### config.mk
export PLATFORM = sky130hd
export DESIGN_NAME = dvp_frame_tx
export DESIGN_NICKNAME = d
export VERILOG_FILES = /design/src/rtl/dvp_frame_tx.sv
export SDC_FILE = /design/constraint.sdc
export NUM_CORES = 1
export LEC_CHECK = 0
export ABC_AREA = 1
export CORE_ASPECT_RATIO = 1.5
export CORE_MARGIN = 3
export CORE_UTILIZATION = 55
export CTS_BUF_LIST = sky130_fd_sc_hd__clkbuf_4 sky130_fd_sc_hd__clkbuf_8
export DETAILED_ROUTE_END_ITERATION = 8
export HOLD_SLACK_MARGIN = 0.05
export PLACE_DENSITY = 0.9
export SYNTH_ARGS = -nofsm -noshare
export SYNTH_HDL_FRONTEND = slang
export SYNTH_SLANG_ARGS = --single-unit
### constraint.sdc
create_clock -name i_pclk -period 6.54 [get_ports i_pclk]
set_clock_uncertainty 0.15 [all_clocks]
set_input_delay 1.962 -clock i_pclk [delete_from_list [all_inputs] [get_ports i_pclk]]
set_output_delay 1.962 -clock i_pclk [all_outputs]
set_load 0.005 [all_outputs]
### src/rtl/dvp_frame_tx.sv
// DVP camera-style frame transmitter: streams a frame buffer of 32-bit words out as
// VSYNC/HREF-framed bytes, reading each word from a synchronous-read RAM just in time.
module dvp_frame_tx #(
    parameter int H_PIXELS  = 160,
    parameter int V_LINES   = 120,
    parameter int VSYNC_CYC = 16,
    parameter int V_BP      = 8,
    parameter int H_BLANK   = 8,
    parameter int V_FP      = 8
) (
    input  logic        i_pclk,
    input  logic        i_hreset,
    input  logic        i_start,
    output logic        o_busy,
    output logic        o_frame_done,
    output logic [15:0] o_ram_raddr,
    input  logic [31:0] i_ram_rdata,
    output logic        o_vsync,
    output logic        o_href,
    output logic [7:0]  o_dvp_data
);

    function automatic int max2(input int a, input int b);
        return (a > b) ? a : b;
    endfunction

    localparam int LINE_BYTES = 2 * H_PIXELS;
    localparam int N_WORDS    = H_PIXELS * V_LINES / 2;
    localparam int CNT_MAX    = max2(max2(max2(VSYNC_CYC, V_BP), max2(LINE_BYTES, H_BLANK)), V_FP);
    localparam int CNT_W      = $clog2(CNT_MAX + 1);
    localparam int LINE_W     = $clog2(V_LINES + 1);

    localparam logic [CNT_W-1:0]  VS_LAST   = CNT_W'(VSYNC_CYC - 1);
    localparam logic [CNT_W-1:0]  VBP_LAST  = CNT_W'(V_BP - 1);
    localparam logic [CNT_W-1:0]  LINE_LAST = CNT_W'(LINE_BYTES - 1);
    localparam logic [CNT_W-1:0]  HBL_LAST  = CNT_W'(H_BLANK - 1);
    localparam logic [CNT_W-1:0]  VFP_LAST  = CNT_W'(V_FP - 1);
    localparam logic [LINE_W-1:0] LINES_ALL = LINE_W'(V_LINES);
    localparam logic [15:0]       ADDR_LAST = 16'(N_WORDS - 1);

    typedef enum logic [2:0] {
        S_IDLE = 3'd0,
        S_VS   = 3'd1,
        S_VBP  = 3'd2,
        S_LINE = 3'd3,
        S_HBL  = 3'd4,
        S_VFP  = 3'd5
    } state_t;

    // Byte 0 comes straight off the RAM bus; bytes 1..3 from the word captured alongside it.
    function automatic logic [7:0] byte_sel(input logic [1:0] idx, input logic [31:0] rd,
                                            input logic [23:0] held);
        logic [7:0] b;
        case (idx)
            2'd0:    b = rd[7:0];
            2'd1:    b = held[7:0];
            2'd2:    b = held[15:8];
            default: b = held[23:16];
        endcase
        return b;
    endfunction

    state_t            r_state;
    logic [CNT_W-1:0]  r_cnt;
    logic [LINE_W-1:0] r_line;
    logic [23:0]       r_word;
    logic [15:0]       r_raddr;
    logic              r_vsync, r_href, r_busy, r_frame_done;
    logic [7:0]        r_dvp_data;

    state_t            w_next_state;
    logic [CNT_W-1:0]  w_next_cnt;
    logic [LINE_W-1:0] w_next_line;
    logic              w_accept;
    logic              w_load;
    logic [7:0]        w_dvp_data;

    // Next-state, per-state cycle counter and line counter.
    always_comb begin
        w_next_state = r_state;
        w_next_cnt   = r_cnt + CNT_W'(1);
        w_next_line  = r_line;
        w_accept     = 1'b0;
        case (r_state)
            S_IDLE: begin
                w_next_cnt  = '0;
                w_next_line = '0;
                if (i_start) begin
                    w_accept     = 1'b1;
                    w_next_state = S_VS;
                end else begin
                    w_next_state = S_IDLE;
                end
            end
            S_VS: begin
                if (r_cnt == VS_LAST) begin
                    w_next_state = S_VBP;
                    w_next_cnt   = '0;
                end else begin
                    w_next_state = S_VS;
                end
            end
            S_VBP: begin
                if (r_cnt == VBP_LAST) begin
                    w_next_state = S_LINE;
                    w_next_cnt   = '0;
                end else begin
                    w_next_state = S_VBP;
                end
            end
            S_LINE: begin
                if (r_cnt == LINE_LAST) begin
                    w_next_state = S_HBL;
                    w_next_cnt   = '0;
                    w_next_line  = r_line + LINE_W'(1);
                end else begin
                    w_next_state = S_LINE;
                end
            end
            S_HBL: begin
                if (r_cnt == HBL_LAST) begin
                    w_next_state = (r_line == LINES_ALL) ? S_VFP : S_LINE;
                    w_next_cnt   = '0;
                end else begin
                    w_next_state = S_HBL;
                end
            end
            S_VFP: begin
                if (r_cnt == VFP_LAST) begin
                    w_next_state = S_IDLE;
                    w_next_cnt   = '0;
                    w_next_line  = '0;
                end else begin
                    w_next_state = S_VFP;
                end
            end
            default: begin
                w_next_state = S_IDLE;
                w_next_cnt   = '0;
                w_next_line  = '0;
            end
        endcase
    end

    // A new word is needed whenever the next cycle carries byte 0 of a word.
    always_comb begin
        w_load = (w_next_state == S_LINE) && (w_next_cnt[1:0] == 2'b00);
        if (w_next_state == S_LINE) begin
            w_dvp_data = byte_sel(w_next_cnt[1:0], i_ram_rdata, r_word);
        end else begin
            w_dvp_data = 8'h00;
        end
    end

    // State, counters and registered outputs.
    always_ff @(posedge i_pclk or posedge i_hreset) begin
        if (i_hreset) begin
            r_state      <= S_IDLE;
            r_cnt        <= '0;
            r_line       <= '0;
            r_word       <= 24'h000000;
            r_raddr      <= 16'h0000;
            r_vsync      <= 1'b0;
            r_href       <= 1'b0;
            r_busy       <= 1'b0;
            r_frame_done <= 1'b0;
            r_dvp_data   <= 8'h00;
        end else begin
            r_state      <= w_next_state;
            r_cnt        <= w_next_cnt;
            r_line       <= w_next_line;
            r_vsync      <= (w_next_state == S_VS);
            r_href       <= (w_next_state == S_LINE);
            r_busy       <= (w_next_state != S_IDLE);
            r_frame_done <= (w_next_state == S_VFP) && (w_next_cnt == VFP_LAST);
            r_dvp_data   <= w_dvp_data;
            r_word       <= w_load ? i_ram_rdata[31:8] : r_word;
            // Advance the address as soon as the current word is captured, so the next
            // word is on the RAM bus well before its first byte; hold on the last word.
            if (w_accept) begin
                r_raddr <= 16'h0000;
            end else if (w_load && (r_raddr != ADDR_LAST)) begin
                r_raddr <= r_raddr + 16'h0001;
            end else begin
                r_raddr <= r_raddr;
            end
        end
    end

    assign o_busy       = r_busy;
    assign o_frame_done = r_frame_done;
    assign o_ram_raddr  = r_raddr;
    assign o_vsync      = r_vsync;
    assign o_href       = r_href;
    assign o_dvp_data   = r_dvp_data;

endmodule

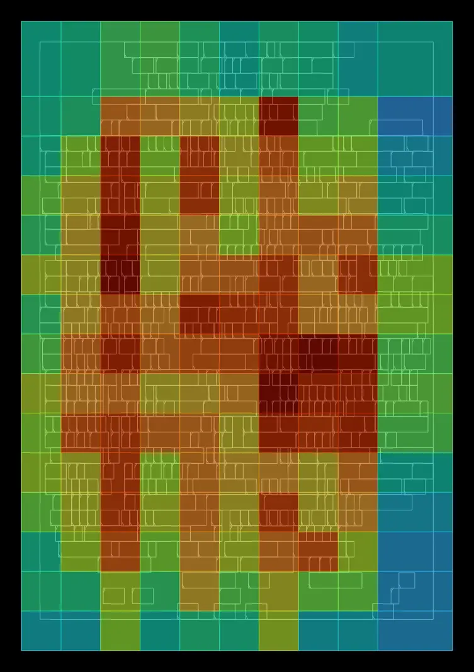
Figure 1: congestion heat map.
M1 GR Usage: 28.1%
GRT Total Usage: 26.1%
met3 Resource Use GR: 5.40%
Routed wire per std cell: 14.8 µm

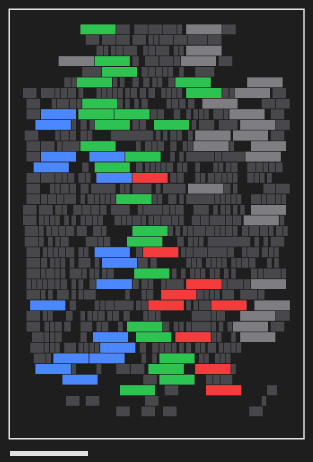
Figure 2: where the registers sit.
Scale bar: 20 µm. Other sequential cells in the stronger grey, the rest of the logic in the fainter grey.
colour	name in the netlist	placed flops
red	r_cnt	9
blue	o_ram_raddr	16
green	r_word	24

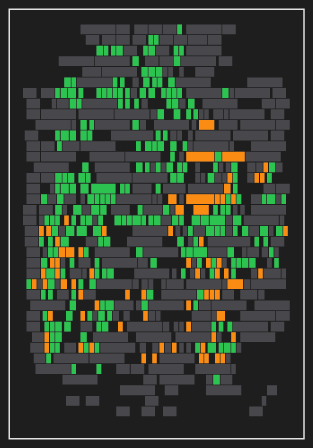
Figure 3: gate-type map.
colour	family	cells	most used
green	NAND gates	235	nand2_1
orange	NOR gates	72	nor2_1

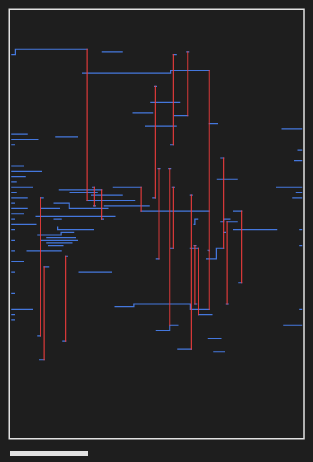
Figure 4: signal wires by layer.
Scale bar: 20 µm. Only two layers are drawn.
colour	layer	wire length
red	met4	480 µm
blue	met3	451 µm

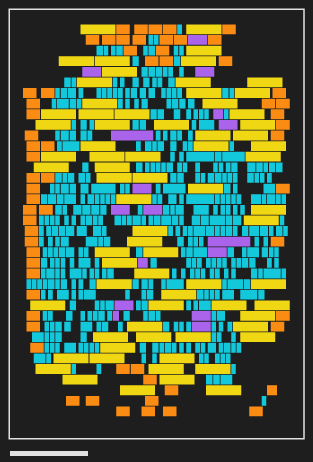
Figure 5: placed cells, one colour a class.
Scale bar: 20 µm.
colour	class	cells	share of their area
yellow	flip-flops	71	38%
orange	other buffers and delay cells	63	13%
cyan	all other logic	432	44%
purple	clock drivers and dummy loads	16	4.9%
Core Rows: 37
Core Util, Final: 69.6%

==> out/metrics.cfg <==
[outcome]
status=finished, final reports clean

[setup_path]
r2r-start=r_cnt[0]
worst_r2r_path_depth=7
reg2reg_slack_ns=3.42
startpoint=i_start
worstPathRequired_ns=6.60
cp_slowest_cell=clkdlybuf4s50_1
end_kind=register
path_cells=clkdlybuf4s50_1 > nand2_1 > nand3_1 > nor2_4 > nor2_8 > nand2_2 > nor2_1 > a21oi_1
path_buffers=1
crit_cells=8

[final_timing]
finalCriticalPeriod_ns=4.28
finalSetupViolCount=0
period_used_pct=65.4
timing.slew.headroom_pct=42.1
fmax_mhz=234
whs_ns=0.326
grt_setup_unrepaired=no

[hold_path]
min_path_cells=2
min_to=r_word[14]

[routing]
routed_wl_um=9780
drtPass1Iterations=6
ant_nets=0

[placement]
dpl_cell_area_um2=4570
post-place-ws_ns=1.94

[grt]
grt_antenna_before_repair=0

[layout]
biggestCellCategory=logic gates
regArea_um2=1780
largest_reg_flops=24
top_register=r_word
logic_area_um2=1800
comb_share_pct=37.5
drive_above_1_share_pct=7.22
fillers=533

[clock_tree]
cts_buffer_depth=2
htreeDepth=3
post_cts_buffers=0
cts_hold_buf=0

[logic_synthesis]
ys_types=35
synthCells=519
yosys.area.top_type=dfrtp_1
ys_sh_adder_pct=1.27
synth.avg_cell_area_um2=7.59
topCombFamilyByArea=simple AND/OR/NAND/NOR gates
yosys_warnings=0
ys_sh_aoi_pct=4.79
xor_share_pct=3.56
synth_nets=558

[power_and_ir_drop]
leakage_nw=2.40
power.total_w=0.000903
power_frac_seq_pct=50.2
switching_share_pct=21.3
powerDensity_nw_per_um2=188

==> power groups by stage <==
stage          registers [W]  logic [W]  clock network [W]
2_1_floorplan       0.000461  0.0000166                  0
3_3_place_gp        0.000461  0.0000485                  0
3_5_place_dp        0.000462  0.0000497                  0
4_1_cts             0.000453  0.0000497           0.000411
5_1_grt             0.000454  0.0000544           0.000425
6_report            0.000453  0.0000486           0.000402
==> per-layer routing <==
| layer | global-route usage, % | vias to the layer above | share of wire [%] | wire (µm) |
|---|---|---|---|---|
| li1 | - | 1763 | - | - |
| met3 | 5.40 | 44 | 4.6 | 451 |
| met4 | 14.0 | 0 | 4.9 | 480 |
| met2 | 46.3 | 136 | 54 | 5320 |
| met5 | 0 | - | 0 | 0 |
| met1 | 28.1 | 1704 | 36 | 3530 |
Power figures rest on the tool's default switching activity, not on a simulated workload.
